==> config.mk <==
export PLATFORM = sky130hd
export DESIGN_NAME = mp3_vga_timing_flat
export DESIGN_NICKNAME = d
export VERILOG_FILES = /design/src/rtl/mp3_vga_timing_if.sv /design/src/rtl/mp3_vga_timing.sv /design/src/flat_wrapper.sv
export SDC_FILE = /design/constraint.sdc
export NUM_CORES = 1
export LEC_CHECK = 0
export ABC_AREA = 0
export CAP_MARGIN = 20
export CORE_MARGIN = 2
export CORE_UTILIZATION = 35
export CTS_BUF_LIST = sky130_fd_sc_hd__clkbuf_4 sky130_fd_sc_hd__clkbuf_8 sky130_fd_sc_hd__clkbuf_16
export CTS_CLUSTER_SIZE = 28
export DETAILED_ROUTE_END_ITERATION = 8
export GPL_TIMING_DRIVEN = 0
export PLACE_DENSITY = 0.63
export SLEW_MARGIN = 10
export SYNTH_ARGS = -nofsm -noshare
export SYNTH_HDL_FRONTEND = slang
export SYNTH_SLANG_ARGS = --single-unit
==> constraint.sdc <==
create_clock -name clk -period 3.7 [get_ports clk]
set_clock_uncertainty 0.1 [all_clocks]
set_input_delay 0.555 -clock clk [delete_from_list [all_inputs] [get_ports clk]]
set_output_delay 0.555 -clock clk [all_outputs]
set_load 0.02 [all_outputs]
==> src/rtl/mp3_vga_timing_if.sv <==
`default_nettype none
// ============================================================================
//  Module      : mp3_vga_timing_if
//  Description : Bundle between the pixel timing generator and the display
//                renderer.
//                Signals: i_pix_en (pixel-rate enable into the generator);
//                o_x/o_y (signed coordinates); o_hs/o_vs (sync);
//                o_de (data enable); o_line/o_frame (1-clk strobes);
//                o_frame_cnt (completed-frame counter).
//                The master modport is the generator. The slave modport is
//                the consumer.
//  Revision    : 1.0 - initial release
// ============================================================================
interface mp3_vga_timing_if;
  logic               i_pix_en;
  logic signed [15:0] o_x;
  logic signed [15:0] o_y;
  logic               o_hs;
  logic               o_vs;
  logic               o_de;
  logic               o_line;
  logic               o_frame;
  logic [15:0]        o_frame_cnt;

  modport master (
    input  i_pix_en,
    output o_x, o_y, o_hs, o_vs, o_de, o_line, o_frame, o_frame_cnt
  );

  modport slave (
    output i_pix_en,
    input  o_x, o_y, o_hs, o_vs, o_de, o_line, o_frame, o_frame_cnt
  );
endinterface
`default_nettype wire

==> src/rtl/mp3_vga_timing.sv <==
`default_nettype none
// ============================================================================
//  Module      : mp3_vga_timing
//  Description : Pixel timing generator for the MP3 player display renderer.
//                It produces signed screen coordinates. Blanking pixels and
//                lines use negative coordinates. It also produces sync pulses,
//                data-enable, line/frame strobes and a completed-frame counter.
//                All outputs are registered.
//                Ports: clk, rst (synchronous, active-high).
//                The vif port uses the master modport:
//                  i_pix_en (in);
//                  o_x, o_y, o_hs, o_vs, o_de, o_line, o_frame,
//                  o_frame_cnt (out).
//  Revision    : 1.0 - initial release
// ============================================================================
module mp3_vga_timing #(
  parameter int H_RES  = 640,
  parameter int V_RES  = 480,
  parameter int H_FP   = 16,
  parameter int H_SYNC = 96,
  parameter int H_BP   = 48,
  parameter int V_FP   = 10,
  parameter int V_SYNC = 2,
  parameter int V_BP   = 33,
  parameter bit H_POL  = 1'b0,
  parameter bit V_POL  = 1'b0
) (
  input  wire logic             clk,
  input  wire logic             rst,
  mp3_vga_timing_if.master      vif
);

  // Coordinates start at minus the total blanking width. As a result, the
  // active area begins exactly at zero.
  localparam int H_BLANK = H_FP + H_SYNC + H_BP;
  localparam int V_BLANK = V_FP + V_SYNC + V_BP;

  localparam logic signed [15:0] H_STA   = 16'(-H_BLANK);
  localparam logic signed [15:0] V_STA   = 16'(-V_BLANK);
  localparam logic signed [15:0] H_LAST  = 16'(H_RES - 1);
  localparam logic signed [15:0] V_LAST  = 16'(V_RES - 1);
  localparam logic signed [15:0] H_ACT   = 16'(H_RES);
  localparam logic signed [15:0] V_ACT   = 16'(V_RES);
  localparam logic signed [15:0] HS_BEG  = 16'(H_FP - H_BLANK);
  localparam logic signed [15:0] HS_END  = 16'(H_FP + H_SYNC - H_BLANK);
  localparam logic signed [15:0] VS_BEG  = 16'(V_FP - V_BLANK);
  localparam logic signed [15:0] VS_END  = 16'(V_FP + V_SYNC - V_BLANK);
  localparam logic signed [15:0] ZERO    = 16'sd0;

  logic signed [15:0] x_cur, y_cur;
  logic signed [15:0] x_next, y_next;
  logic               line_next, frame_next;
  logic [15:0]        cnt_cur, cnt_next;
  logic               hs_cur, vs_cur, de_cur, line_cur, frame_cur;
  logic               hs_next, vs_next, de_next;

  // Next-state coordinates. The sync and de signals are decoded from the
  // next coordinates. They are registered together with those coordinates,
  // so they never lag the coordinates.
  always_comb begin
    x_next     = x_cur;
    y_next     = y_cur;
    cnt_next   = cnt_cur;
    line_next  = 1'b0;
    frame_next = 1'b0;
    if (vif.i_pix_en) begin
      if (x_cur == H_LAST) begin
        x_next    = H_STA;
        line_next = 1'b1;
        if (y_cur == V_LAST) begin
          y_next     = V_STA;
          frame_next = 1'b1;
          cnt_next   = cnt_cur + 16'd1;
        end else begin
          y_next = y_cur + 16'sd1;
        end
      end else begin
        x_next = x_cur + 16'sd1;
      end
    end
  end

  always_comb begin
    hs_next = ((x_next >= HS_BEG) && (x_next < HS_END)) ? H_POL : ~H_POL;
    vs_next = ((y_next >= VS_BEG) && (y_next < VS_END)) ? V_POL : ~V_POL;
    de_next = (x_next >= ZERO) && (x_next < H_ACT) &&
              (y_next >= ZERO) && (y_next < V_ACT);
  end

  always_ff @(posedge clk) begin
    if (rst) begin
      x_cur     <= H_STA;
      y_cur     <= V_STA;
      hs_cur    <= ~H_POL;
      vs_cur    <= ~V_POL;
      de_cur    <= 1'b0;
      line_cur  <= 1'b0;
      frame_cur <= 1'b0;
      cnt_cur   <= 16'd0;
    end else begin
      x_cur     <= x_next;
      y_cur     <= y_next;
      hs_cur    <= hs_next;
      vs_cur    <= vs_next;
      de_cur    <= de_next;
      line_cur  <= line_next;
      frame_cur <= frame_next;
      cnt_cur   <= cnt_next;
    end
  end

  assign vif.o_x         = x_cur;
  assign vif.o_y         = y_cur;
  assign vif.o_hs        = hs_cur;
  assign vif.o_vs        = vs_cur;
  assign vif.o_de        = de_cur;
  assign vif.o_line      = line_cur;
  assign vif.o_frame     = frame_cur;
  assign vif.o_frame_cnt = cnt_cur;

endmodule
`default_nettype wire

==> src/flat_wrapper.sv <==
// flat-port wrapper written by rule: the top's interface ports become plain ports
module mp3_vga_timing_flat 
#(
  parameter int H_RES  = 640,
  parameter int V_RES  = 480,
  parameter int H_FP   = 16,
  parameter int H_SYNC = 96,
  parameter int H_BP   = 48,
  parameter int V_FP   = 10,
  parameter int V_SYNC = 2,
  parameter int V_BP   = 33,
  parameter bit H_POL  = 1'b0,
  parameter bit V_POL  = 1'b0
)
  (clk, rst, vif_i_pix_en, vif_o_x, vif_o_y, vif_o_hs, vif_o_vs, vif_o_de, vif_o_line, vif_o_frame, vif_o_frame_cnt);
  mp3_vga_timing_if vif_i ();
  input  wire logic clk;
  input  wire logic rst;
  input wire logic [$bits(vif_i.i_pix_en)-1:0] vif_i_pix_en;
  output wire logic [$bits(vif_i.o_x)-1:0] vif_o_x;
  output wire logic [$bits(vif_i.o_y)-1:0] vif_o_y;
  output wire logic [$bits(vif_i.o_hs)-1:0] vif_o_hs;
  output wire logic [$bits(vif_i.o_vs)-1:0] vif_o_vs;
  output wire logic [$bits(vif_i.o_de)-1:0] vif_o_de;
  output wire logic [$bits(vif_i.o_line)-1:0] vif_o_line;
  output wire logic [$bits(vif_i.o_frame)-1:0] vif_o_frame;
  output wire logic [$bits(vif_i.o_frame_cnt)-1:0] vif_o_frame_cnt;
  assign vif_i.i_pix_en = vif_i_pix_en;
  assign vif_o_x = vif_i.o_x;
  assign vif_o_y = vif_i.o_y;
  assign vif_o_hs = vif_i.o_hs;
  assign vif_o_vs = vif_i.o_vs;
  assign vif_o_de = vif_i.o_de;
  assign vif_o_line = vif_i.o_line;
  assign vif_o_frame = vif_i.o_frame;
  assign vif_o_frame_cnt = vif_i.o_frame_cnt;
  mp3_vga_timing #(.H_RES(H_RES), .V_RES(V_RES), .H_FP(H_FP), .H_SYNC(H_SYNC), .H_BP(H_BP), .V_FP(V_FP), .V_SYNC(V_SYNC), .V_BP(V_BP), .H_POL(H_POL), .V_POL(V_POL)) u_core (.clk(clk), .rst(rst), .vif(vif_i));
endmodule
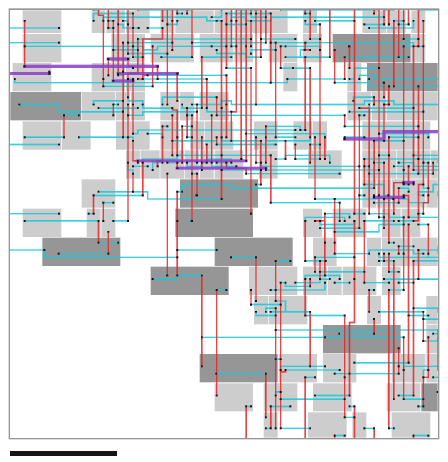
(run_1/detail.png)
The bar under the picture is 10 um long. Window x 3 to 43, y 3 to 43 um. Cells in gray, sequential cells in the stronger gray; small squares are vias.
cyan -> metal 1
red -> metal 2
purple -> metal 3
netlist names of flops here include = u_core.vif.o_x (9), u_core.vif.o_hs (1)
most frequent = nand2_1 (15), nor2_1 (12)
sequential cells in the window = 10
cells with their middle in the window = 102

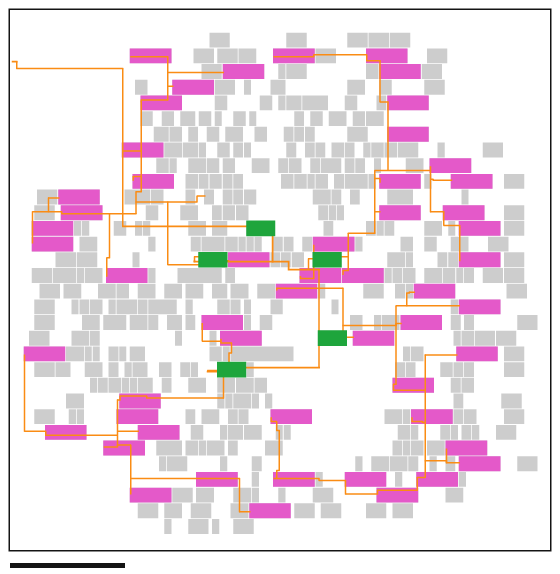
(run_1/clk_routes.png)
The bar under the picture is 20 um long.
green -> clock drivers  # count 5
magenta -> flip-flops  # count 53
orange -> clock wires  # length 660 um
routed clock nets = 6
part of the power in the clock network: 38.5%
clock group power: 0.384 mW
clk ins delay skew pair: 0.30 ns

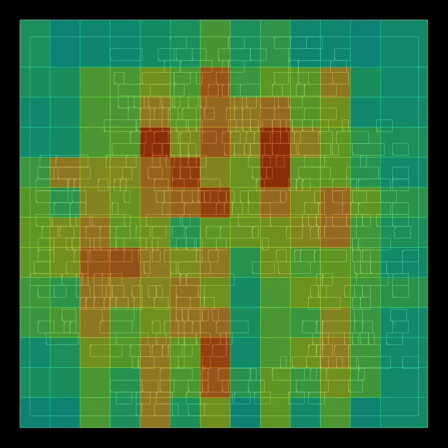
(run_1/congestion.png)
GR met1 Demand/Resource: 24.3%
GR met3 Demand/Resource: 2.66%
layer carrying the most global-route usage: met2
routed len/inst: 14.5 um
share of the core filled with cells in the final layout: 46.1%

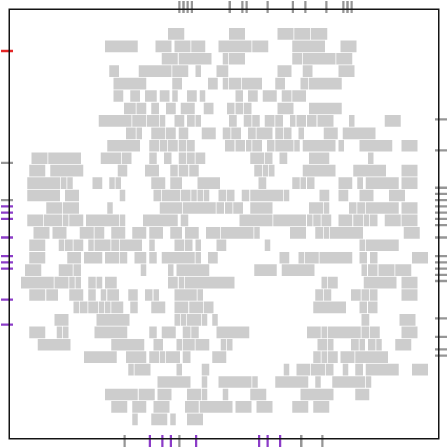
(run_1/io_placement.png)
Pins as bars across the die edge, other pins in gray.
red -> clk  # pins 1, direction input, edge left
purple -> vif_o_x  # pins 16, direction output, edge 9 left, 7 bottom
buffers added on ports: 54
Die X: 93.6 um
vertical die size: 93.6 um

==> impl_metrics.yaml, run 1 <==
# generated from flow reports
final_timing:
  timing.final.ws_setup_ns: 0.440
  timing_max_transition_violations_final: 0
  setup_viol_count_final: 0
  rsz0062_at_grt: "false"
  max_slew_headroom_pct: 51.3
  setup_total_negative_slack_ns: 0
finish:
  filler_cells: 786
  n_antenna_cell: 0
  combined_area_of_the_multi_input_logic_cells_um2: 1640
  finish.net_count: 412
  area_growth_pct: 27.5
logic_synthesis:
  synth.top_cell.area_share_pct: 37.7
  mappedNetlistArea_um2: 2810
  synth-cells-yosys: 345
  synthDominantAreaCellType: "dfxtp_1"
  ys_dominant_reg_cell: "dfxtp_1"
global_routing:
  antenna_found_initial: 0
  grt_max_degree: 16
  gr-usage-all-layers_pct: 16.9
  global_route_wire_length_before_repair_mm: 12.1
  grtUsageMet2_pct: 26.9
detailed_routing:
  detail_route.vias_per_cell: 5.55
  wl_mm: 7.34
  post-route-drc-count: 0
floorplanning:
  placementRows: 32
  floorplan.core_util_pct: 36.2
  coreArea_um2: 7770
cts:
  cts-hold-fix-buffers: 0
  cts_setup_buffers: 0
  cts-htree-levels: 2
  cts_inserted_buffers: 5
hold_path:
  holdCritPathClass: "reg -> reg"
critical_path:
  critPathLaunchType: "flip-flop"
  timing.critical_path.fanout_max: 10
  critical_path.endpoint_type: "flip-flop"
power:
  irDropWorstVdd_v: 0.000186
  finalPower_mw: 0.999
place:
  detailed_place.area_um2: 3480
run_status:
  status: "completed"
## run 1: through the flow
stage | instances | hold slack (ns)
2_1_floorplan | 345 | 0.470
3_3_place_gp | 501 | 0.378
3_5_place_dp | 501 | 0.395
4_1_cts | 508 | 0.412
5_1_grt | 508 | 0.434
6_report | 508 | 0.408
## run 1: final timing paths
path	from	end	slack (ns)	depth (start not counted)
max	u_core.vif.o_x[4]	u_core.vif.o_vs	0.44	7
min	u_core.vif.o_frame_cnt[9]	u_core.vif.o_frame_cnt[9]	0.41	2
max reg2reg	u_core.vif.o_x[4]	u_core.vif.o_vs	0.44	7
min reg2reg	u_core.vif.o_frame_cnt[9]	u_core.vif.o_frame_cnt[9]	0.41	2
## run 1: logic make-up (layout without fill, tap and decap cells)
kind of cell,after synthesis,in the layout,synth area share [%]
compound gates,58,58,13.0
buf+inv,25,86,3.83
mux,4,4,1.47
flops,53,53,37.7
simple gates,171,171,33.0
xor+xnor,31,31,9.66
fa+ha+maj,3,3,1.34
## run 1: layer usage
| metal | share of wire (%) | up-vias |
|---|---|---|
| met5 | 0 | - |
| met4 | 0.29 | 0 |
| met3 | 6.4 | 4 |
| met2 | 46 | 116 |
| met1 | 47 | 1339 |
| li1 | - | 1361 |
## run 1: worst max-delay path, stage by stage, from the launching register on
cell and delay, ns:
dfxtp_1 0.34, clkbuf_1 0.33, nand4_1 0.44, nor4_4 0.62, clkbuf_1 0.47, o211ai_1 0.26
a2111oi_0 0.38, nand4_1 0.17
## run 1: layout make-up
type | instances | share of cell area (%)
inverter | 5 | 0.524
clock inverter | 2 | 0.978
tap | 102 | 3.56
timing repair buffer | 54 | 15.1
sequential | 53 | 29.6
buffer | 20 | 2.48
multi-input combinational | 267 | 45.8
clock buffer | 5 | 1.92
## run 1: synthesized netlist by cell type (all sizes together), types with 2 or more instances
library cell / instances
dfxtp: 53
nor2: 33
nand2: 32
nand3: 24
o21ai: 17
xor2: 17
a21oi: 16
clkbuf: 16
nand4: 15
xnor2: 14
nor3: 12
nand2b: 11
and3: 10
or3: 9
nor4: 7
and4: 6
inv: 5
buf: 4
o22ai: 4
a211o: 3
ha: 3
mux2i: 3
or4: 3
a211oi: 2
nand4b: 2
o211ai: 2
or2: 2
## run 1: power by group
| group | internal (mW) | switching (mW) |
|---|---|---|
| Sequential | 0.573 | 0.00441 |
| Clock | 0.197 | 0.187 |
| Combinational | 0.0152 | 0.0218 |
| Total | 0.786 | 0.213 |
## run 1: state kept, by name, indices dropped and copies added, names as in the netlist
register and count:
u_core.vif.o_y 16, u_core.vif.o_de 1, u_core.vif.o_line 1, u_core.vif.o_x 16, u_core.vif.o_hs 1, u_core.vif.o_frame_cnt 16
u_core.vif.o_frame 1, u_core.vif.o_vs 1
## Run 2: what changed since run 1
CORE_UTILIZATION = 40   (was 35)
PLACE_DENSITY = 0.7   (was 0.63)
==> impl_metrics.yaml, run 2 <==
# generated from flow reports
hold_path:
  holdCritPathClass: "reg -> reg"
  timing.hold.worst_path_depth: 2
  min_from: "u_core.vif.o_frame_cnt[6]"
critical_path:
  worst_r2r_path_depth: 7
  timing.critical_path.fanout_max: 10
  critical_path.endpoint_type: "flip-flop"
  reg2reg_from: "u_core.vif.o_x[4]"
  register_to_register_path_setup_slack_ns: 0.50
  critPathLaunchType: "flip-flop"
  endpoint_of_the_worst_register_to_register_path: "u_core.vif.o_vs"
detailed_routing:
  wl_mm: 7.21
  post-route-drc-count: 0
  detail_route.wl_per_cell_um: 14.3
global_routing:
  antenna_found_initial: 0
  global_route_wire_length_before_repair_mm: 11.8
place:
  detailed_place.area_um2: 3470
floorplanning:
  coreArea_um2: 6790
  floorplan.core_util_pct: 41.4
  die_y_um: 87.8
run_status:
  status: "completed"
finish:
  filler_cells: 669
  combined_area_of_the_multi_input_logic_cells_um2: 1640
  area_growth_pct: 26.6
  n_antenna_cell: 0
cts:
  clkLatencyLatePin_ns: 0.31
  cts-htree-levels: 2
logic_synthesis:
  mappedNetlistArea_um2: 2810
  synth-cells-yosys: 345
  synth.top_cell.area_share_pct: 37.7
  synthDominantAreaCellType: "dfxtp_1"
final_timing:
  setup_viol_count_final: 0
  setup_total_negative_slack_ns: 0
  rsz0062_at_grt: "false"
  timing_max_transition_violations_final: 0
power:
  finalPower_mw: 0.944
==> run 2: cell counts after synthesis <==
Identical to the previous run, type by type.
==> run 2: cells by family after synthesis <==
logic type	after synthesis	synth area share, %
AND/OR/NAND/NOR	171	33.0
adder cells (fa/ha/maj)	3	1.34
multiplexers	4	1.47
XOR/XNOR	31	9.66
flip-flops	53	37.7
buffers and inverters	25	3.83
AND-OR/OR-AND	58	13.0
==> run 2: how the worst max path moves through the flow <==
stage                       from               to  slack, ns  depth (start not counted)
3_3_place_gp   u_core.vif.o_x[4]  u_core.vif.o_vs       0.61                          7
5_1_grt        u_core.vif.o_x[4]  u_core.vif.o_vs       0.22                          7
2_1_floorplan  u_core.vif.o_x[9]  u_core.vif.o_vs       0.97                          7
3_5_place_dp   u_core.vif.o_x[4]  u_core.vif.o_vs       0.62                          7
4_1_cts        u_core.vif.o_x[4]  u_core.vif.o_vs       0.60                          7
6_report       u_core.vif.o_x[4]  u_core.vif.o_vs       0.50                          7
==> run 2: power breakdown <==
group          leakage, nW  total, mW  internal [mW]  switching (mW)
logic                0.717     0.0367         0.0152          0.0216
registers            0.428      0.578          0.573         0.00423
clock network       0.0484      0.330          0.139           0.191
total                 1.19      0.944          0.728           0.216
==> run 2: cell type report <==
type	count	area share, %
Inverter	5	0.527
Timing Repair Buffer	54	15.2
Clock inverter	2	0.281
Multi-Input combinational cell	267	46.2
Sequential cell	53	29.8
Buffer	20	2.50
Clock buffer	6	2.14
Tap cell	96	3.38
==> run 2: worst max-delay path, cell delays in order (launching register included) <==
cell       delay, ns
dfxtp_1         0.33
clkbuf_1        0.29
nand4_1         0.40
nor4_4          0.62
clkbuf_1        0.46
o211ai_1        0.25
a2111oi_0       0.40
nand4_1         0.18
==> run 2: per-layer routing <==
| layer | track usage [%] | up-vias | routed length (um) |
|---|---|---|---|
| li1 | - | 1371 | - |
| met1 | 27.8 | 1293 | 3390 |
| met2 | 29.6 | 109 | 3300 |
| met3 | 2.64 | 9 | 418 |
| met4 | 7.27 | 0 | 101 |
| met5 | 0 | - | 0 |
==> run 2: per-stage QoR <==
stage               setup WS, ns  instances  hold slack [ns]
CTS                        0.596        503            0.417
global placement           0.612        495            0.381
floorplan                  0.965        345            0.470
finish                     0.503        503            0.411
detailed placement         0.615        495            0.404
global route               0.220        503            0.452
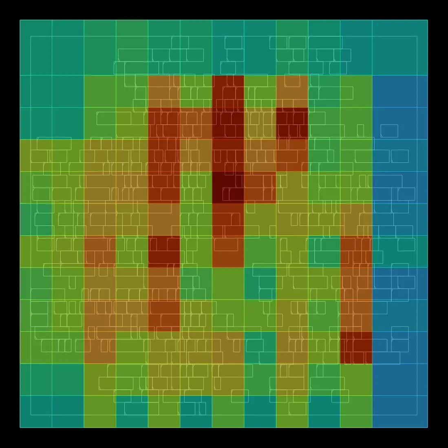
(run_2/congestion.png)
share of the core filled with cells in the final layout: 52.4%
Global Route Usage Sum: 19.4%

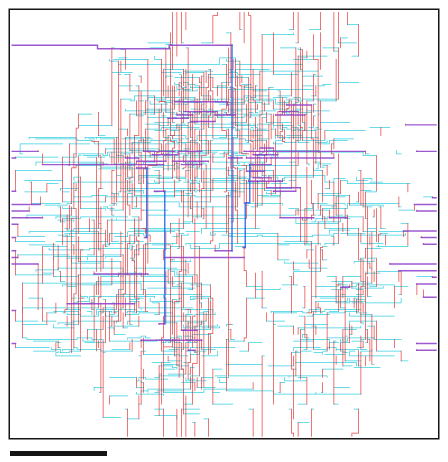
(run_2/wires.png)
The bar under the picture is 20 um long.
red -> metal 2  # wire length 3300 um
blue -> metal 4  # wire length 102 um
purple -> metal 3  # wire length 418 um
cyan -> metal 1  # wire length 3390 um

## Run 3: what changed since run 2
ABC_AREA = default   (was 0)
ABC_CLOCK_PERIOD_IN_PS = 3700   (was default)
==> impl_metrics.yaml, run 3 <==
# generated from flow reports
final_timing:
  whs_ns: 0.411
  rsz0062_at_grt: "false"
  timing.final.ws_setup_ns: 0.503
  max_slew_headroom_pct: 48.8
  setup_viol_count_final: 0
cts:
  cts-hold-fix-buffers: 0
  clkLatencyLatePin_ns: 0.31
  cts-htree-levels: 2
hold_path:
  holdCritPathClass: "reg -> reg"
place:
  numPlacedInstances: 495
detailed_routing:
  wl_mm: 7.21
critical_path:
  register_to_register_path_setup_slack_ns: 0.50
  critPathLaunchType: "flip-flop"
logic_synthesis:
  top_cells_by_count: "dfxtp_1, nor2_1, nand2_1, nand3_1, xor2_1"
  ys_dominant_reg_cell: "dfxtp_1"
  synthDominantAreaCellType: "dfxtp_1"
floorplanning:
  coreArea_um2: 6790
global_routing:
  antenna_found_initial: 0
  grt_max_degree: 16
  global_route_wire_length_before_repair_mm: 11.8
power:
  irDropWorstVdd_v: 0.000132
  finalPower_mw: 0.944
run_status:
  status: "completed"
finish:
  area_growth_pct: 26.6
  finalCoreUtilization_pct: 52.4
[run 3: cell counts in the layout (fill, tap and decap cells not counted)]
Identical to the previous run, type by type.
[run 3: path summary, 6_finish.rpt]
kind	start	to	cells after the start
worst max-delay path	u_core.vif.o_x[4]	u_core.vif.o_vs	7
worst min-delay path	u_core.vif.o_frame_cnt[6]	u_core.vif.o_frame_cnt[6]	2
worst max register to register	u_core.vif.o_x[4]	u_core.vif.o_vs	7
worst min register to register	u_core.vif.o_frame_cnt[6]	u_core.vif.o_frame_cnt[6]	2
[run 3: area by class of cell]
type                            count  area [um2]  share of cell area (%)
Sequential cell                    53        1060                    29.8
Clock buffer                        6        76.3                    2.14
Tap cell                           96         120                    3.38
Inverter                            5        18.8                   0.527
Clock inverter                      2        10.0                   0.281
Timing Repair Buffer               54         541                    15.2
Buffer                             20        88.8                    2.50
Multi-Input combinational cell    267        1640                    46.2
[run 3: worst max-delay path, stage by stage (launching register included)]
cell and delay (ns):
dfxtp_1 0.33, clkbuf_1 0.29, nand4_1 0.40, nor4_4 0.62
clkbuf_1 0.46, o211ai_1 0.25, a2111oi_0 0.40, nand4_1 0.18
[run 3: cell families after synthesis]
| group | Yosys count | synth area share (%) |
|---|---|---|
| compound gates | 58 | 13.0 |
| xor+xnor | 31 | 9.66 |
| fa+ha+maj | 3 | 1.34 |
| buf+inv | 25 | 3.83 |
| flops | 53 | 37.7 |
| mux | 4 | 1.47 |
| simple gates | 171 | 33.0 |
[run 3: layer usage]
metal	up-vias	share of wire, %	GRT usage, %
li1	1371	-	-
met1	1293	47	27.8
met2	109	46	29.6
met3	9	5.8	2.64
met4	0	1.4	7.27
met5	-	0	0
[run 3: power by group]
part           leakage (nW)  internal (mW)  switching [mW]  total [mW]
sequential            0.428          0.573         0.00423       0.578
clock                0.0484          0.139           0.191       0.330
combinational         0.717         0.0152          0.0216      0.0367
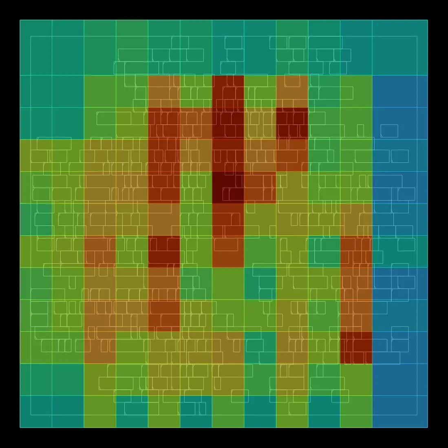
(run_3/congestion.png)
GR Layer Usage met2: 29.6%
GR met1 Demand/Resource: 27.8%
GR met3 Demand/Resource: 2.64%
routed len/inst: 14.3 um

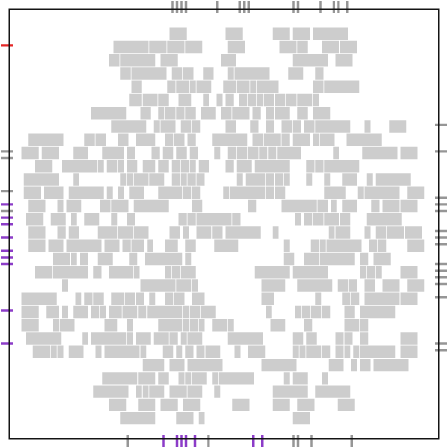
(run_3/io_placement.png)
Pins as bars across the die edge, other pins in gray.
red -> clk  # pins 1, direction input, edge left
purple -> vif_o_x  # pins 16, direction output, edge 9 left, 7 bottom
Die X: 87.8 um
vertical die size: 87.8 um

Power figures rest on the tool's default switching activity, not on a simulated workload.
